--- src/rtl/sb_cfg_loader.sv ---
// Switch-box configuration loader: shifts bus words into a shadow image and commits it atomically to cfg_out.
// Optional odd-parity checking of incoming words is enabled with `define SB_CFG_PARITY_EN.
module sb_cfg_loader #(
  parameter int CFG_SIZE   = 256,
  parameter int WORD_WIDTH = 32
) (
  input  logic                  clk,
  input  logic                  rst,
  input  logic                  cfg_start,
  input  logic                  cfg_in_valid,
  output logic                  cfg_in_ready,
  input  logic [WORD_WIDTH-1:0] cfg_in_data,
`ifdef SB_CFG_PARITY_EN
  input  logic                  cfg_in_parity,
`endif
  output logic [CFG_SIZE-1:0]   cfg_out,
  output logic                  cfg_busy,
  output logic                  cfg_done
`ifdef SB_CFG_PARITY_EN
  ,
  output logic                  cfg_err
`endif
);

  localparam int NUM_WORDS = CFG_SIZE / WORD_WIDTH;
  localparam int CNT_W     = (NUM_WORDS > 1) ? $clog2(NUM_WORDS) : 1;
  localparam logic [CNT_W-1:0] LAST_CNT = CNT_W'(NUM_WORDS - 1);

  typedef enum logic [1:0] {IDLE, LOAD, COMMIT} state_t;

  state_t              state;
  state_t              state_next;
  logic [CNT_W-1:0]    cnt;
  logic [CFG_SIZE-1:0] shadow;
  logic [CFG_SIZE-1:0] shadow_shift;
  logic                handshake;
  logic                bad_word;
  logic                accept;

  assign handshake = cfg_in_valid & cfg_in_ready;

`ifdef SB_CFG_PARITY_EN
  assign bad_word = handshake & ~(^{cfg_in_data, cfg_in_parity});
`else
  assign bad_word = 1'b0;
`endif

  assign accept = handshake & ~bad_word;

  // New words enter at the top so word k settles at bits [k*WORD_WIDTH +: WORD_WIDTH].
  if (NUM_WORDS > 1) begin : g_shift
    assign shadow_shift = {cfg_in_data, shadow[CFG_SIZE-1:WORD_WIDTH]};
  end else begin : g_single
    assign shadow_shift = cfg_in_data;
  end

  always_ff @(posedge clk or posedge rst) begin
    if (rst) begin
      state <= IDLE;
    end else begin
      state <= state_next;
    end
  end

  always_comb begin
    state_next   = state;
    cfg_in_ready = 1'b0;
    cfg_busy     = 1'b0;
    case (state)
      IDLE: begin
        if (cfg_start) begin
          state_next = LOAD;
        end
      end
      LOAD: begin
        cfg_in_ready = 1'b1;
        cfg_busy     = 1'b1;
        if (bad_word) begin
          state_next = IDLE;
        end else if (accept && (cnt == LAST_CNT)) begin
          state_next = COMMIT;
        end
      end
      COMMIT: begin
        cfg_busy   = 1'b1;
        state_next = IDLE;
      end
      default: state_next = IDLE;
    endcase
  end

  always_ff @(posedge clk or posedge rst) begin
    if (rst) begin
      cnt      <= '0;
      shadow   <= '0;
      cfg_out  <= '0;
      cfg_done <= 1'b0;
    end else begin
      cfg_done <= (state == COMMIT);
      if (state == COMMIT) begin
        cfg_out <= shadow;
      end
      if ((state == IDLE) && cfg_start) begin
        cnt <= '0;
      end else if (accept) begin
        shadow <= shadow_shift;
        cnt    <= cnt + CNT_W'(1);
      end
    end
  end

`ifdef SB_CFG_PARITY_EN
  // Sticky until the next accepted start, so software can see why a load was abandoned.
  always_ff @(posedge clk or posedge rst) begin
    if (rst) begin
      cfg_err <= 1'b0;
    end else if ((state == IDLE) && cfg_start) begin
      cfg_err <= 1'b0;
    end else if (bad_word) begin
      cfg_err <= 1'b1;
    end
  end
`endif

endmodule

--- config.mk ---
export PLATFORM = sky130hd
export DESIGN_NAME = sb_cfg_loader
export DESIGN_NICKNAME = d
export VERILOG_FILES = /design/src/rtl/sb_cfg_loader.sv
export SDC_FILE = /design/constraint.sdc
export NUM_CORES = 1
export LEC_CHECK = 0
export ABC_CLOCK_PERIOD_IN_PS = 15600
export CAP_MARGIN = 10
export CORE_ASPECT_RATIO = 0.5
export CORE_MARGIN = 2
export CORE_UTILIZATION = 49
export CTS_CLUSTER_SIZE = 20
export DETAILED_ROUTE_END_ITERATION = 6
export HOLD_SLACK_MARGIN = 0.1
export PLACE_DENSITY_LB_ADDON = 0.08
export SLEW_MARGIN = 20
export SYNTH_ARGS = -nofsm -noshare
export SYNTH_HDL_FRONTEND = slang
export SYNTH_SLANG_ARGS = --single-unit
--- constraint.sdc ---
create_clock -name clk -period 15.6 [get_ports clk]
set_input_delay 1.56 -clock clk [delete_from_list [all_inputs] [get_ports clk]]
set_output_delay 1.56 -clock clk [all_outputs]
set_load 0.02 [all_outputs]
==> run_1/congestion.png <==
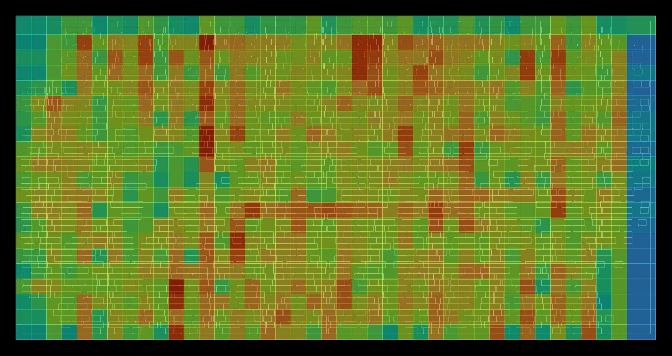
Overall Global Routing Usage: 19.41%
met2 GRT Util: 29.65%
detailed-route wire length per cell: 20.15 um
GR Util met1: 29.19%

==> run_1/placement_by_type.png <==
Scale bar: 100 um. Fill, decap, tap and diode cells in grey.
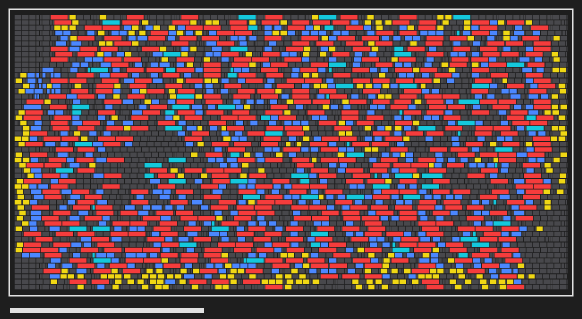
Red is flops, cells 518, share of their area 54%. Blue is combinational and other logic, cells 535, share of their area 26%. Yellow is other buffers and delay cells, cells 308, share of their area 13%. Cyan is clock drivers and dummy loads, cells 82, share of their area 6.5%.
Seq/total area: 52.85%
Layout Cell Area excl Fill: 24,520 um2
post-layout util: 60.99%

==> run_1/layer_met1.png <==
Supply wires on this layer in grey.
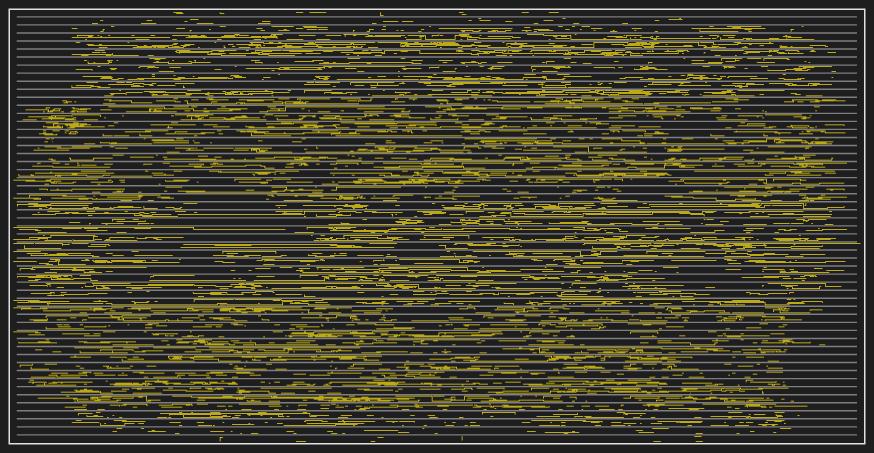
The layer holds 48% of the routed length. The wires run mostly horizontal. 1,311 nets have wire on it. The layer carries 19,200 um of wire. The longest straight run is 73.1 um.
Vias: 10,060
Total Wirelength: 39,960 um

==> results_dict.tcl, run 1 <==
# place-and-route summary
set metrics [dict create \
    flop_area_um2 12960 \
    worstHoldStart "shadow[22]" \
    drv_cap 0 \
    top_cells_by_area "dfrtp_1 65%, mux2_2 25%, mux2_4 6.0%" \
    synth_seq_share_pct 65.15 \
    reg2reg_setup_slack_ns 11.89 \
    crit_path_frequent_cell "buf_4" \
    p_int_mw 3.000 \
    logic_area_um2 6259 \
    viasPerCell 5.075 \
    combPwrFrac_pct 22.3 \
    postCtsHoldBufs 0 \
    synth_area_um2 19900 \
    p_clk_share_pct 27.7 \
    path_delay_family "buffers and inverters" \
    max_freq_ghz 0.2370 \
    grt_remaining_overflow 0 \
    synthAoiAreaFrac_pct 0.2453 \
    power.density_nw_per_um2 169.6 \
    cp-start-kind "input pin" \
    comb-power_mw 0.927 \
    tightest_slew_ns 1.034 \
    yosysCellCount 1109 \
    topCombFamilyByArea "multiplexers" \
    period_minus_slack_ns 4.218 \
    ys_types 20 \
    cts_root_buf "clkbuf_16" \
    die_h_um 146.5 \
    period_used_pct 27.04 \
    timing.hold.ws_ns 0.4993 \
    path_max_fanout 87 \
    buf_share_pct 12.46 \
    largest_area_cell "dfrtp_1" \
    place_area_um2 22960 \
    outcome "finished clean" \
    crit_path_end "cfg_done" \
    fa_ha_area_share_pct 0.3773 \
    reg2reg_to "cfg_out[227]" \
    path_buffers 5 \
    yosys_warnings 0 \
    die_w_um 289.0 \
    core_um2 40210 \
    area_growth_pct 23.27 \
    syn_area_per_cell_um2 17.94 \
    finalClockSkew_ns 0.01018 \
    wl_met2_um 18830 \
]
==> run_1/cell_density.png <==
The die is cut into 29 by 15 equal tiles; white is low, dark blue is high, 0 to 100% covered.
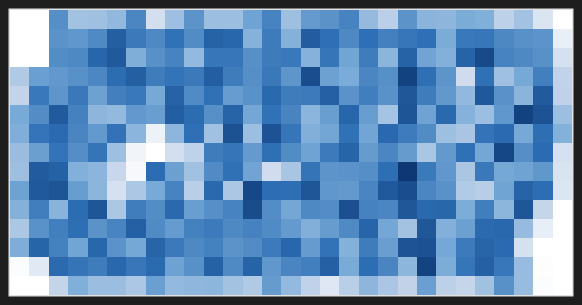

==> run 2, diff against run 1 <==
--- a/config.mk
+++ b/config.mk
@@ -5,7 +5,7 @@
 export SDC_FILE = /design/constraint.sdc
 export NUM_CORES = 1
 export LEC_CHECK = 0
-export ABC_CLOCK_PERIOD_IN_PS = 15600
+export ABC_CLOCK_PERIOD_IN_PS = 3500
 export CAP_MARGIN = 10
 export CORE_ASPECT_RATIO = 0.5
 export CORE_MARGIN = 2
==> constraint.sdc (replaced) <==
create_clock -name clk -period 3.5 [get_ports clk]
set_input_delay 0.35 -clock clk [delete_from_list [all_inputs] [get_ports clk]]
set_output_delay 0.35 -clock clk [all_outputs]
set_load 0.02 [all_outputs]
==> run_2/cell_density.png <==
The die is cut into 29 by 15 equal tiles; white is low, dark blue is high, 0 to 100% covered.
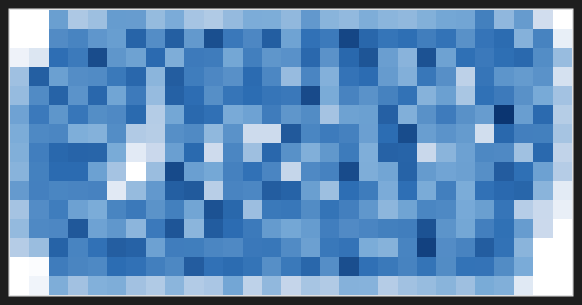
The fullest tile reaches 98%. The mean over all tiles is 57%. The emptiest ninth of the die: bottom right.

==> results_dict.tcl, run 2 <==
# place-and-route summary
set metrics [dict create \
    crit_path_end "shadow[217]" \
    logic_area_um2 6259 \
    cts_root_buf "clkbuf_16" \
    outcome "finished clean" \
    synthAoiAreaFrac_pct 0.2453 \
    path_max_fanout 67 \
    max_freq_ghz 0.4160 \
    ys_types 20 \
    die_w_um 289.0 \
    p_clk_share_pct 27.0 \
    die_h_um 146.5 \
    fa_ha_area_share_pct 0.3773 \
    final_area_um2 24660 \
    comb-power_mw 4.19 \
    area_growth_pct 23.96 \
    combPwrFrac_pct 22.7 \
    postCtsHoldBufs 0 \
    yosysCellCount 1109 \
    seq_share_pct 52.56 \
    cp-start-kind "flop" \
    synth_seq_share_pct 65.15 \
    place_congestion 0.7832 \
    power.density_nw_per_um2 748.5 \
    buf_share_pct 13.25 \
    drv_cap 0 \
    viasPerCell 5.061 \
    wl_met2_um 18440 \
    place_area_um2 23180 \
    wirelength_um 40000 \
    reg2reg_setup_slack_ns 1.10 \
    topCombFamilyByArea "multiplexers" \
    synth_area_um2 19900 \
    syn_area_per_cell_um2 17.94 \
    grt_remaining_overflow 0 \
    top_cells_by_area "dfrtp_1 65%, mux2_2 25%, mux2_4 6.0%" \
    flop_area_um2 12960 \
    core_um2 40210 \
    die-area_um2 42330 \
    largest_area_cell "dfrtp_1" \
]
==> run_2/congestion.png <==
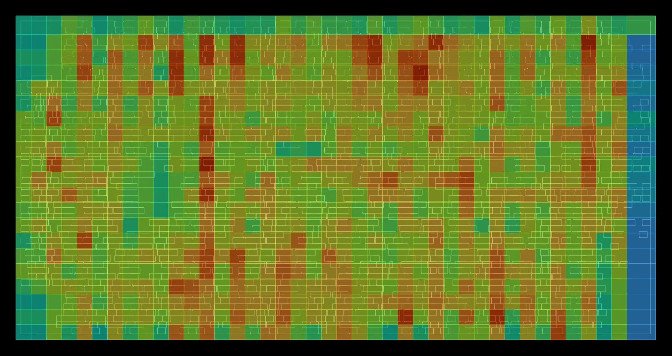
met2 GRT Util: 29.46%
detailed-route wire length per cell: 20.09 um
GR Util met1: 29.20%
Overall Global Routing Usage: 19.37%

